## src/rtl/multi_counter_regs.sv

```systemverilog
// multi_counter_regs: NUM_CH independent up/down event counters behind a
// simple register bus. Each channel has its own control (enable, direction,
// wrap/saturate), a compare value and sticky MATCH/OVF status flags.
// Reads are registered with one cycle of latency.
// Optional feature macro: MULTI_COUNTER_IRQ_EN (per-channel IRQ_EN bit and a
// registered interrupt output). Without it, irq is tied low.
module multi_counter_regs #(
    parameter int NUM_CH    = 4,
    parameter int CNT_VAL_W = 8,
    parameter int DATA_W    = 16,
    parameter int ADDR_W    = 4
) (
    input  logic              clk,
    input  logic              rst,
    input  logic [ADDR_W-1:0] s_addr,
    input  logic [DATA_W-1:0] s_wr_data,
    input  logic              s_wr_en,
    input  logic              s_rd_en,
    output logic [DATA_W-1:0] s_rd_data,
    output logic              s_rd_data_valid,
    input  logic [NUM_CH-1:0] ev,
    output logic              irq
);

    // Every channel needs four register slots in the address space.
    if (NUM_CH * 4 > 2 ** ADDR_W) begin : g_cfg_err
        $error("multi_counter_regs: NUM_CH*4 exceeds 2**ADDR_W");
    end

    localparam logic [CNT_VAL_W-1:0] CNT_MAX = '1;

    // Address split: upper bits select the channel, low two bits the register.
    logic [ADDR_W-1:0] ch_sel;
    logic [1:0]        reg_sel;
    assign ch_sel  = s_addr >> 2;
    assign reg_sel = s_addr[1:0];

    // Per-channel read views and interrupt contributions.
    logic [NUM_CH-1:0][DATA_W-1:0] ch_rd;
    logic [NUM_CH-1:0]             irq_src;

    // Write data above the counter width is simply dropped.
    logic unused_wr_bits;
    assign unused_wr_bits = ^s_wr_data;

    for (genvar gi = 0; gi < NUM_CH; gi++) begin : g_ch
        logic [CNT_VAL_W-1:0] cnt_q, cnt_d;
        logic [CNT_VAL_W-1:0] cmp_q, cmp_d;
        logic                 en_q, en_d;
        logic                 dir_q, dir_d;
        logic                 sat_q, sat_d;
        logic                 match_q, match_d;
        logic                 ovf_q, ovf_d;
`ifdef MULTI_COUNTER_IRQ_EN
        logic                 irq_en_q, irq_en_d;
`endif
        logic [CNT_VAL_W-1:0] step_val;
        logic                 step_ovf;
        logic                 wr_hit;
        logic                 step;
        logic [DATA_W-1:0]    rd_val;

        assign wr_hit = s_wr_en && (ch_sel == ADDR_W'(gi));
        assign step   = en_q && ev[gi];

        // Candidate count after one step, with wrap/saturate handling.
        always_comb begin
            step_val = cnt_q;
            step_ovf = 1'b0;
            if (!dir_q) begin
                if (cnt_q == CNT_MAX) begin
                    step_ovf = 1'b1;
                    step_val = sat_q ? cnt_q : '0;
                end else begin
                    step_val = cnt_q + 1'b1;
                end
            end else begin
                if (cnt_q == '0) begin
                    step_ovf = 1'b1;
                    step_val = sat_q ? cnt_q : CNT_MAX;
                end else begin
                    step_val = cnt_q - 1'b1;
                end
            end
        end

        // Next-state: register writes, then count priority clear > load > step.
        always_comb begin
            cnt_d   = cnt_q;
            cmp_d   = cmp_q;
            en_d    = en_q;
            dir_d   = dir_q;
            sat_d   = sat_q;
            match_d = match_q;
            ovf_d   = ovf_q;
`ifdef MULTI_COUNTER_IRQ_EN
            irq_en_d = irq_en_q;
`endif
            if (wr_hit && reg_sel == 2'd0) begin
                en_d  = s_wr_data[0];
                dir_d = s_wr_data[1];
                sat_d = s_wr_data[2];
`ifdef MULTI_COUNTER_IRQ_EN
                irq_en_d = s_wr_data[4];
`endif
            end
            if (wr_hit && reg_sel == 2'd2) begin
                cmp_d = s_wr_data[CNT_VAL_W-1:0];
            end
            // W1C first so that a flag set in the same cycle overrides it.
            if (wr_hit && reg_sel == 2'd3) begin
                match_d = match_q & ~s_wr_data[0];
                ovf_d   = ovf_q & ~s_wr_data[1];
            end
            if (wr_hit && reg_sel == 2'd0 && s_wr_data[3]) begin
                cnt_d = '0;
            end else if (wr_hit && reg_sel == 2'd1) begin
                cnt_d = s_wr_data[CNT_VAL_W-1:0];
            end else if (step) begin
                cnt_d = step_val;
                if (step_ovf) begin
                    ovf_d = 1'b1;
                end
                if (step_val == cmp_q) begin
                    match_d = 1'b1;
                end
            end
        end

        // Channel state registers.
        always_ff @(posedge clk or posedge rst) begin
            if (rst) begin
                cnt_q   <= '0;
                cmp_q   <= '0;
                en_q    <= 1'b0;
                dir_q   <= 1'b0;
                sat_q   <= 1'b0;
                match_q <= 1'b0;
                ovf_q   <= 1'b0;
`ifdef MULTI_COUNTER_IRQ_EN
                irq_en_q <= 1'b0;
`endif
            end else begin
                cnt_q   <= cnt_d;
                cmp_q   <= cmp_d;
                en_q    <= en_d;
                dir_q   <= dir_d;
                sat_q   <= sat_d;
                match_q <= match_d;
                ovf_q   <= ovf_d;
`ifdef MULTI_COUNTER_IRQ_EN
                irq_en_q <= irq_en_d;
`endif
            end
        end

        // Read view of the selected register; CLR and unused bits read 0.
        always_comb begin
            rd_val = '0;
            case (reg_sel)
                2'd0: begin
                    rd_val[0] = en_q;
                    rd_val[1] = dir_q;
                    rd_val[2] = sat_q;
`ifdef MULTI_COUNTER_IRQ_EN
                    rd_val[4] = irq_en_q;
`endif
                end
                2'd1: rd_val[CNT_VAL_W-1:0] = cnt_q;
                2'd2: rd_val[CNT_VAL_W-1:0] = cmp_q;
                default: begin
                    rd_val[0] = match_q;
                    rd_val[1] = ovf_q;
                end
            endcase
        end

        assign ch_rd[gi] = rd_val;
`ifdef MULTI_COUNTER_IRQ_EN
        assign irq_src[gi] = irq_en_q & (match_q | ovf_q);
`else
        assign irq_src[gi] = 1'b0;
`endif
    end

    // Channel select for reads; unmapped channels return 0.
    logic [DATA_W-1:0] rd_mux;
    always_comb begin
        rd_mux = '0;
        for (int i = 0; i < NUM_CH; i++) begin
            if (ch_sel == ADDR_W'(i)) begin
                rd_mux = ch_rd[i];
            end
        end
    end

    logic [DATA_W-1:0] rd_data_q;
    logic              rd_valid_q;

    // Registered read port: data sampled from pre-update state, held when idle.
    always_ff @(posedge clk or posedge rst) begin
        if (rst) begin
            rd_data_q  <= '0;
            rd_valid_q <= 1'b0;
        end else begin
            rd_valid_q <= s_rd_en;
            if (s_rd_en) begin
                rd_data_q <= rd_mux;
            end
        end
    end

    assign s_rd_data       = rd_data_q;
    assign s_rd_data_valid = rd_valid_q;

`ifdef MULTI_COUNTER_IRQ_EN
    logic irq_q;

    // Interrupt follows the enabled flags with one cycle of delay.
    always_ff @(posedge clk or posedge rst) begin
        if (rst) begin
            irq_q <= 1'b0;
        end else begin
            irq_q <= |irq_src;
        end
    end

    assign irq = irq_q;
`else
    logic unused_irq_src;
    assign unused_irq_src = ^irq_src;
    assign irq = 1'b0;
`endif

endmodule
```

## config.mk

```make
export PLATFORM = sky130hd
export DESIGN_NAME = multi_counter_regs
export DESIGN_NICKNAME = d
export VERILOG_FILES = /design/src/rtl/multi_counter_regs.sv
export SDC_FILE = /design/constraint.sdc
export NUM_CORES = 1
export LEC_CHECK = 0
export CORE_MARGIN = 2
export CORE_UTILIZATION = 60
export DETAILED_ROUTE_END_ITERATION = 8
export GPL_TIMING_DRIVEN = 0
export PLACE_DENSITY_LB_ADDON = 0.2
export SETUP_SLACK_MARGIN = 0.3
export SLEW_MARGIN = 20
export SYNTH_ARGS = -nofsm -noshare
export SYNTH_HDL_FRONTEND = slang
export SYNTH_SLANG_ARGS = --single-unit
```

## constraint.sdc

```tcl
create_clock -name clk -period 3.49 [get_ports clk]
set_clock_uncertainty 0.05 [all_clocks]
set_input_delay 0.349 -clock clk [delete_from_list [all_inputs] [get_ports clk]]
set_output_delay 0.349 -clock clk [all_outputs]
set_load 0.05 [all_outputs]
```

==> impl_metrics.csv <==
group,metric,value,unit
status,status,"finished clean",
floorplanning,dieArea,13300,um^2
floorplanning,std_cell_rows,40,
final_layout,drive_gt1_frac,0.111,
routing,via_per_inst,7.00,
final_layout,instances_no_fill,1114,
timing,slew_violations,0,
final_layout,mostFrequentLayoutCells,"93 x dfrtp_1, 76 x clkbuf_1, 74 x nand2_1",
clock_tree,hold_buffers,0,
logic_synthesis,synthAoiAreaFrac,0.265,
logic_synthesis,synthFlopType,"dfrtp_1",
final_layout,area_delta_synth_final,12.1,%
final_layout,layout.nonclk_buf_frac,0.0844,
logic_synthesis,synth_area,7430,um^2
power,power.total,6.47,mW
placement,gp_congestion,0.981,
worst_setup_path,crit_start,"g_ch[2].cnt_q[0]$_DFFE_PP0P_",
floorplanning,nWellTaps,168,
final_layout,logic_gate_count,686,
timing,fin_crit,3100,ps
power,maxPowerGroup,"combinational cells",
logic_synthesis,mux_share,0.0801,
grt,overflow,0,
final_layout,fin_util,0.690,
final_layout,diodes,0,
power,power_switching,3.02,mW
placement,placed_cells,1098,
[metal layers]
layer,wire length [um],global-route usage,share of wire
met4,775,0.133,0.033
met1,9400,0.508,0.40
met3,2860,0.0796,0.12
met2,10200,0.549,0.44
met5,0,0,0
[synthesized netlist by cell type, types with 4 or more instances]
library cell and number:
o211ai_1 9, or3_1 7, a41oi_1 4, o32ai_1 4, nand2b_1 5, xor2_1 19, o41ai_1 6, a221oi_1 14
or4_1 5, a31oi_1 14, o221ai_1 4, and2_1 13, ha_1 17, dfrtp_1 93, a22o_1 4, nor3b_1 7
nor3_1 26, clkbuf_1 77, and3_1 13, a211oi_1 20, buf_1 5, nor4_1 4, buf_4 10, a32oi_1 4
a222oi_1 11, a22oi_1 15, a21o_1 4, and4_1 6, o21ai_0 31, o21ai_1 12, mux2_2 46, a21oi_1 73
nor2_1 70, a311oi_1 7, o22ai_1 7, nand3_1 27, a211o_1 5, nand2_1 74, inv_1 30, nand4_1 12
xnor2_1 14
[timing repair]
item | CTS | global route
gates resized | 0 | 13
endpoints found under the setup margin | 0 | 17
setup buffers | 0 | 1
[worst min path at each step]
stage | startpoint | to | slack, ps | cells past startpoint
4_1_cts | rst | g_ch[2].cmp_q[0]$_DFFE_PP0P_ | 330 | 2
5_1_grt | rst | g_ch[2].sat_q$_DFFE_PP0P_ | 370 | 2
6_report | rst | g_ch[2].cmp_q[0]$_DFFE_PP0P_ | 310 | 2
2_1_floorplan | s_rd_en | s_rd_data_valid$_DFF_PP0_ | 330 | 0
3_3_place_gp | g_ch[0].ovf_q$_DFF_PP0_ | g_ch[0].ovf_q$_DFF_PP0_ | 420 | 2
3_5_place_dp | g_ch[0].ovf_q$_DFF_PP0_ | g_ch[0].ovf_q$_DFF_PP0_ | 440 | 2
m1.png
Bar = 20 um.
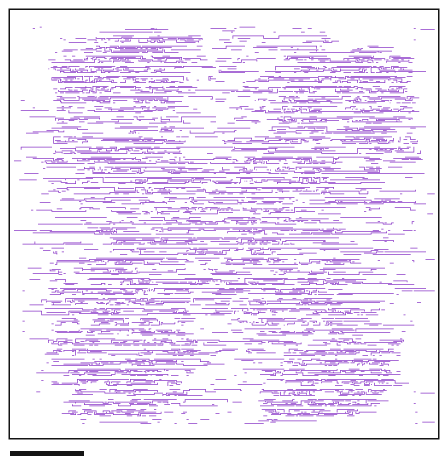
wire length on this layer: 9,400 um
nets with wire on the layer: 912
main direction: horizontal
vias: 7,795
grt met1 use: 0.508

m2.png
Bar = 20 um. Cells faint in the background.
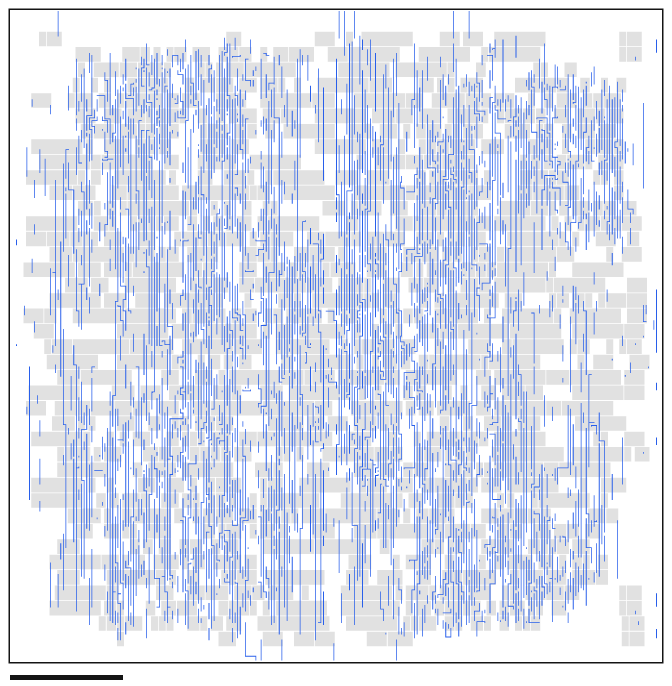
wire length on this layer: 10,200 um
main direction: vertical
share of all routed wire: 44%

m3.png
Bar = 20 um. Cells faint in the background.
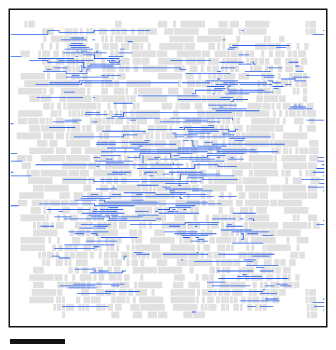
wire length on this layer: 2,860 um
main direction: horizontal
share of all routed wire: 12%

m4.png
Bar = 20 um.
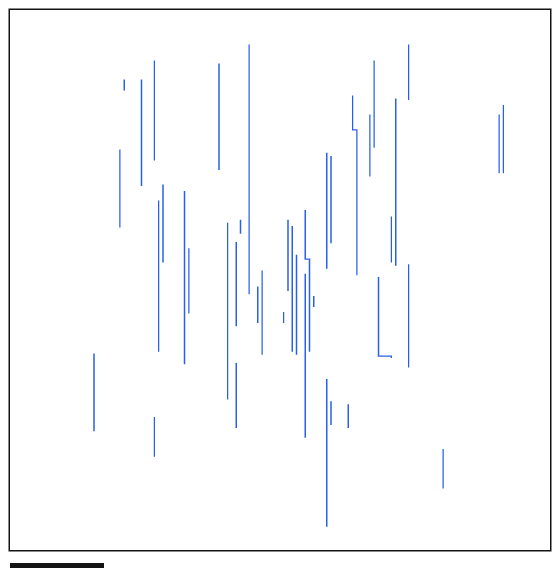
share of all routed wire: 3.3%
wire length on this layer: 776 um
main direction: vertical
nets with wire on the layer: 32
Post-Route WL: 23.3 mm

congestion_map.png
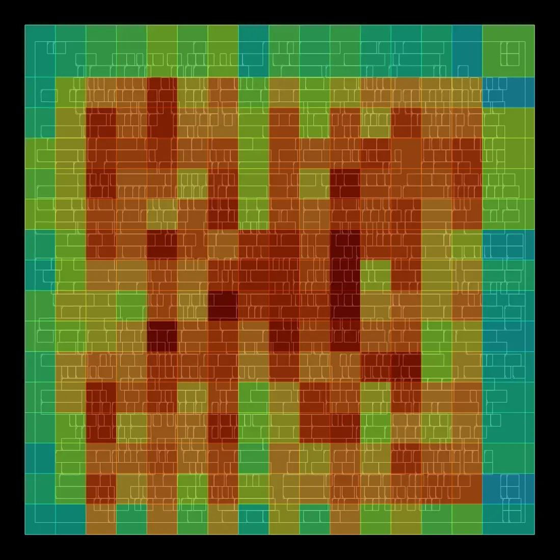
M3 GR Usage: 0.0796
GR Util met2: 0.549
GRT Total Usage: 0.361

No activity file was given, so power comes from the tool's default toggle rates.
